`config.mk`:
```
export PLATFORM = sky130hd
export DESIGN_NAME = seq_feed_ctrl
export DESIGN_NICKNAME = d
export VERILOG_FILES = /design/src/rtl/seq_feed_ctrl.sv
export SDC_FILE = /design/constraint.sdc
export NUM_CORES = 1
export LEC_CHECK = 0
export CAP_MARGIN = 40
export CELL_PAD_IN_SITES_DETAIL_PLACEMENT = 1
export CELL_PAD_IN_SITES_GLOBAL_PLACEMENT = 1
export CORE_ASPECT_RATIO = 1.2
export CORE_MARGIN = 1
export CORE_UTILIZATION = 40
export CTS_CLUSTER_DIAMETER = 150
export DETAILED_ROUTE_END_ITERATION = 12
export PLACE_DENSITY = 0.88
export RECOVER_POWER = 100
export SYNTH_ARGS = -nofsm -noshare
export SYNTH_HDL_FRONTEND = slang
export SYNTH_SLANG_ARGS = --single-unit
export TNS_END_PERCENT = 50
```
`constraint.sdc`:
```
create_clock -name CLOCK_50 -period 2.77 [get_ports CLOCK_50]
set_clock_uncertainty 0.15 [all_clocks]
set_input_delay 0.554 -clock CLOCK_50 [delete_from_list [all_inputs] [get_ports CLOCK_50]]
set_output_delay 0.554 -clock CLOCK_50 [all_outputs]
set_load 0.02 [all_outputs]
```
`src/rtl/seq_feed_ctrl.sv`:
```
// Feeds a 10-bit pattern MSB-first to a sequence detector, one bit per DIV clocks, and counts its matches.
// Build option FEED_ROTATE_EN: rotate instead of zero-fill, so the loaded word is restored at done.
module seq_feed_ctrl #(
  parameter int unsigned DIV = 4
) (
  input  logic       CLOCK_50,
  input  logic       reset,
  input  logic       load,
  input  logic [9:0] word_in,
  input  logic       start,
  input  logic       abort,
  input  logic       match,
  output logic       bit_out,
  output logic       bit_valid,
  output logic       det_clear,
  output logic       busy,
  output logic       done,
  output logic [3:0] match_count,
  output logic [9:0] shift_reg,
  output logic [1:0] state
);

  typedef enum logic [1:0] {
    IDLE   = 2'd0,
    CLEAR  = 2'd1,
    SHIFT  = 2'd2,
    FINISH = 2'd3
  } state_t;

  localparam logic [25:0] PRE_LAST = 26'(DIV - 1);

  state_t      cur_state;
  state_t      nxt_state;
  logic [25:0] prescaler;
  logic [3:0]  bit_idx;
  logic        pending;
  logic        strobe;
  logic        count_hit;
  logic        fill_bit;

  assign strobe    = (cur_state == SHIFT) && (prescaler == PRE_LAST);
  // The detector's Moore output reflects a bit only in the cycle after its strobe.
  assign count_hit = pending && match && !abort && (match_count != 4'd15);

`ifdef FEED_ROTATE_EN
  assign fill_bit = shift_reg[9];
`else
  assign fill_bit = 1'b0;
`endif

  assign bit_out = shift_reg[9];
  assign state   = cur_state;

  always_comb begin
    nxt_state = cur_state;
    bit_valid = 1'b0;
    det_clear = 1'b0;
    busy      = 1'b0;
    done      = 1'b0;
    case (cur_state)
      IDLE: begin
        if (start && !load) nxt_state = CLEAR;
      end
      CLEAR: begin
        busy      = 1'b1;
        det_clear = 1'b1;
        nxt_state = abort ? IDLE : SHIFT;
      end
      SHIFT: begin
        busy      = 1'b1;
        bit_valid = strobe;
        if (abort)                         nxt_state = IDLE;
        else if (strobe && bit_idx == 4'd9) nxt_state = FINISH;
      end
      FINISH: begin
        busy      = 1'b1;
        done      = !abort;
        nxt_state = IDLE;
      end
      default: nxt_state = IDLE;
    endcase
    // Strobes stay quiet while reset is held, even before the first reset edge.
    if (reset) begin
      bit_valid = 1'b0;
      det_clear = 1'b0;
      busy      = 1'b0;
      done      = 1'b0;
    end
  end

  always_ff @(posedge CLOCK_50) begin
    if (reset) cur_state <= IDLE;
    else       cur_state <= nxt_state;
  end

  always_ff @(posedge CLOCK_50) begin
    if (reset) begin
      shift_reg   <= '0;
      match_count <= '0;
      prescaler   <= '0;
      bit_idx     <= '0;
      pending     <= 1'b0;
    end else begin
      pending <= strobe && !abort;
      if (count_hit) match_count <= match_count + 4'd1;
      case (cur_state)
        IDLE: begin
          if (load) shift_reg <= word_in;
        end
        CLEAR: begin
          if (!abort) begin
            match_count <= '0;
            prescaler   <= '0;
            bit_idx     <= '0;
          end
        end
        SHIFT: begin
          if (!abort) begin
            if (strobe) begin
              prescaler <= '0;
              shift_reg <= {shift_reg[8:0], fill_bit};
              bit_idx   <= bit_idx + 4'd1;
            end else begin
              prescaler <= prescaler + 26'd1;
            end
          end
        end
        default: ;
      endcase
    end
  end

endmodule

```
clocks.png
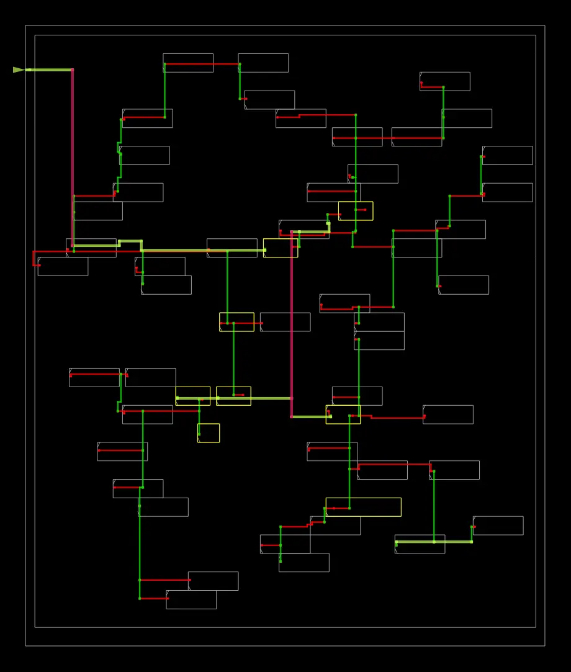
cts bufs inserted: 5
clk sink count: 47
clk pwr: 0.545 mW
flop count: 47

sizes.png
The bar under the picture is 20 µm long.
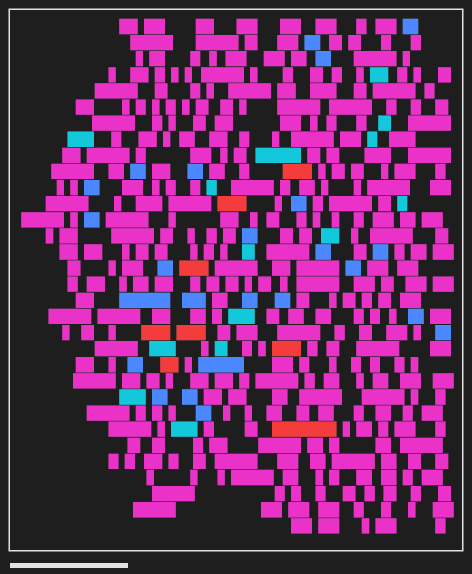
cyan -> _2 cells  # cells 14, share 3.7%
magenta -> _0 and _1 cells  # cells 333, share 88%, most used dfxtp_1
red -> _6 and larger  # cells 8, share 2.1%, most used clkbuf_8
blue -> _3 and _4 cells  # cells 24, share 6.3%, most used buf_4

wires.png
Two of the layers only.
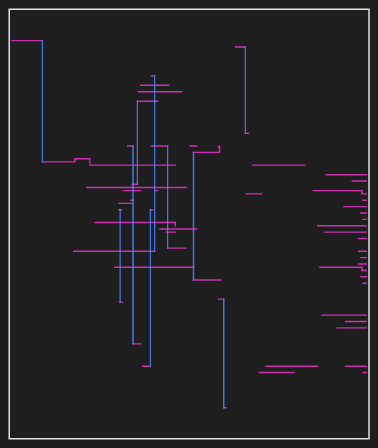
blue -> metal 4  # wire length 267 µm
magenta -> metal 3  # wire length 305 µm

==> impl_metrics.json <==
{
  "status": "finished, final reports clean",
  "combGateArea_mm2": 0.00161,
  "synth_nets": 349,
  "critPathLaunchType": "input pin",
  "grt_pass1_vias": 2869,
  "clock.latency.late_pin_ns": 0.31,
  "die_x_um": 76.3,
  "fa_ha_area_share_pct": 1.89,
  "ys_cells": 329,
  "synth.area.top_cells": "dfxtp_1 (35%), a211oi_1 (5.1%), nor2_1 (5.0%)",
  "yosys_area_mm2": 0.00265,
  "tool_warnings": 27,
  "largest_register_ffs": 26,
  "final_nets": 398,
  "finalHoldViolations": 0,
  "vias": 2761,
  "grt_pass1_wl_mm": 14.5,
  "diodes": 0,
  "worstPathMaxFanout": 14,
  "comb_area_share_pct": 48.4,
  "place_area_mm2": 0.00321,
  "h-tree-depth": 2,
  "drtAntennaViolNets": 0,
  "cts-root-buf": "clkbuf_8",
  "grt_remaining_overflow": 0,
  "total_power_mw": 1.39,
  "leakage_nw": 1.22,
  "final_util_pct": 51.8,
  "rsz0062_at_grt": "false",
  "initial_utilization_pct": 41.4,
  "largest_class": "combinational gates",
  "clkCellAreaFrac_pct": 3.65,
  "cts.path.max_buffers": 2,
  "crit_required_ns": 2.07,
  "die_h_um": 91.2,
  "aoi_share_pct": 17.3,
  "numPortBuffers": 36,
  "synth.distinct_cells": 49,
  "end_kind": "output port",
  "min_path_type": "reg2reg",
  "synth-async-reset-ratio_pct": 0,
  "finalCriticalPeriod_ns": 2.70,
  "num-nonclk-inverters": 5,
  "syn_area_per_cell_um2": 8.06,
  "layout.nonclk_buf_share_pct": 15.8,
  "drive_above_1_share_pct": 12.1,
  "max_freq_ghz": 0.371,
  "tightest_slew_ns": 0.694
}
-- cell usage after synthesis (5+ instances only) --
cell and n:
nor2_1 35, nor2b_1 15, o21ai_0 14, nor3_1 14, a211oi_1 18, dfxtp_1 47, nand3_1 22, clkbuf_1 11
a31oi_1 7, nand4_1 9, inv_1 5, xor2_1 9, and4_1 5, nor4_1 5, xnor2_1 6, nand2_1 26
or3_1 6, a21oi_1 19
-- where the power goes --
part | total (mW) | switching [mW] | internal, mW | leakage [nW]
combinational | 0.148 | 0.0826 | 0.0652 | 0.774
sequential | 0.701 | 0.0142 | 0.686 | 0.381
clock | 0.545 | 0.247 | 0.297 | 0.0618
total | 1.39 | 0.344 | 1.05 | 1.22
-- path summary, 6_finish.rpt --
path	cells past startpoint	startpoint	to
worst max-delay path	4	reset	busy
worst min-delay path	2	prescaler[25]	prescaler[25]
worst max register to register	7	prescaler[0]	prescaler[24]
worst min register to register	2	prescaler[25]	prescaler[25]
-- cell families after synthesis --
| logic type | after synthesis |
|---|---|
| AND-OR/OR-AND | 70 |
| XOR/XNOR | 15 |
| adder cells (fa/ha/maj) | 4 |
| buffers and inverters | 24 |
| flip-flops | 47 |
| multiplexers | 3 |
| AND/OR/NAND/NOR | 166 |
-- layer usage --
layer / GRT usage [%] / wire length (µm)
met1: 29.3 / 3590
met2: 47.4 / 4520
met3: 4.02 / 305
met4: 10.7 / 266
met5: 0 / 0
-- placed cells by master (no fill, tap or decap), types with 4 or more instances in the layout --
| cell | synthesis | final |
|---|---|---|
| nor3_1 | 14 | 14 |
| dfxtp_1 | 47 | 46 |
| nand2_1 | 26 | 26 |
| o21ai_0 | 14 | 14 |
| nor2_1 | 35 | 34 |
| nand3_1 | 22 | 22 |
| inv_1 | 5 | 5 |
| xnor2_1 | 6 | 6 |
| xor2_1 | 9 | 9 |
| a31oi_1 | 7 | 7 |
| clkbuf_8 | 0 | 6 |
| nor2b_1 | 15 | 15 |
| nand4_1 | 9 | 10 |
| ha_1 | 4 | 4 |
| a211oi_1 | 18 | 18 |
| and4_1 | 5 | 5 |
| nand2b_1 | 4 | 4 |
| clkdlybuf4s50_1 | 0 | 15 |
| a21oi_1 | 19 | 19 |
| dlygate4sd3_1 | 0 | 19 |
| buf_4 | 1 | 21 |
| or3_1 | 6 | 6 |
-- through the flow --
| step | worst slack, ns | TNS (ns) | instances |
|---|---|---|---|
| finish | 0.0719 | 0 | 464 |
| CTS | 0.00603 | 0 | 464 |
| global route | 0.0151 | 0 | 464 |
| global placement | 0.0659 | 0 | 456 |
| floorplan | 0.571 | 0 | 329 |
| detailed placement | -0.0224 | -0.0224 | 456 |
-- critical path, cell delays in order --
cell             delay (ns)
clkdlybuf4s50_1        0.49
buf_4                  0.22
nor2_1                 0.07
dlygate4sd3_1          0.66
-- repair_timing --
action | CTS | global route
gates resized | 6 | 5
setup endpoints to repair | 1 | 3
pin swaps | 0 | 1
Power and IR drop assume default switching activity.
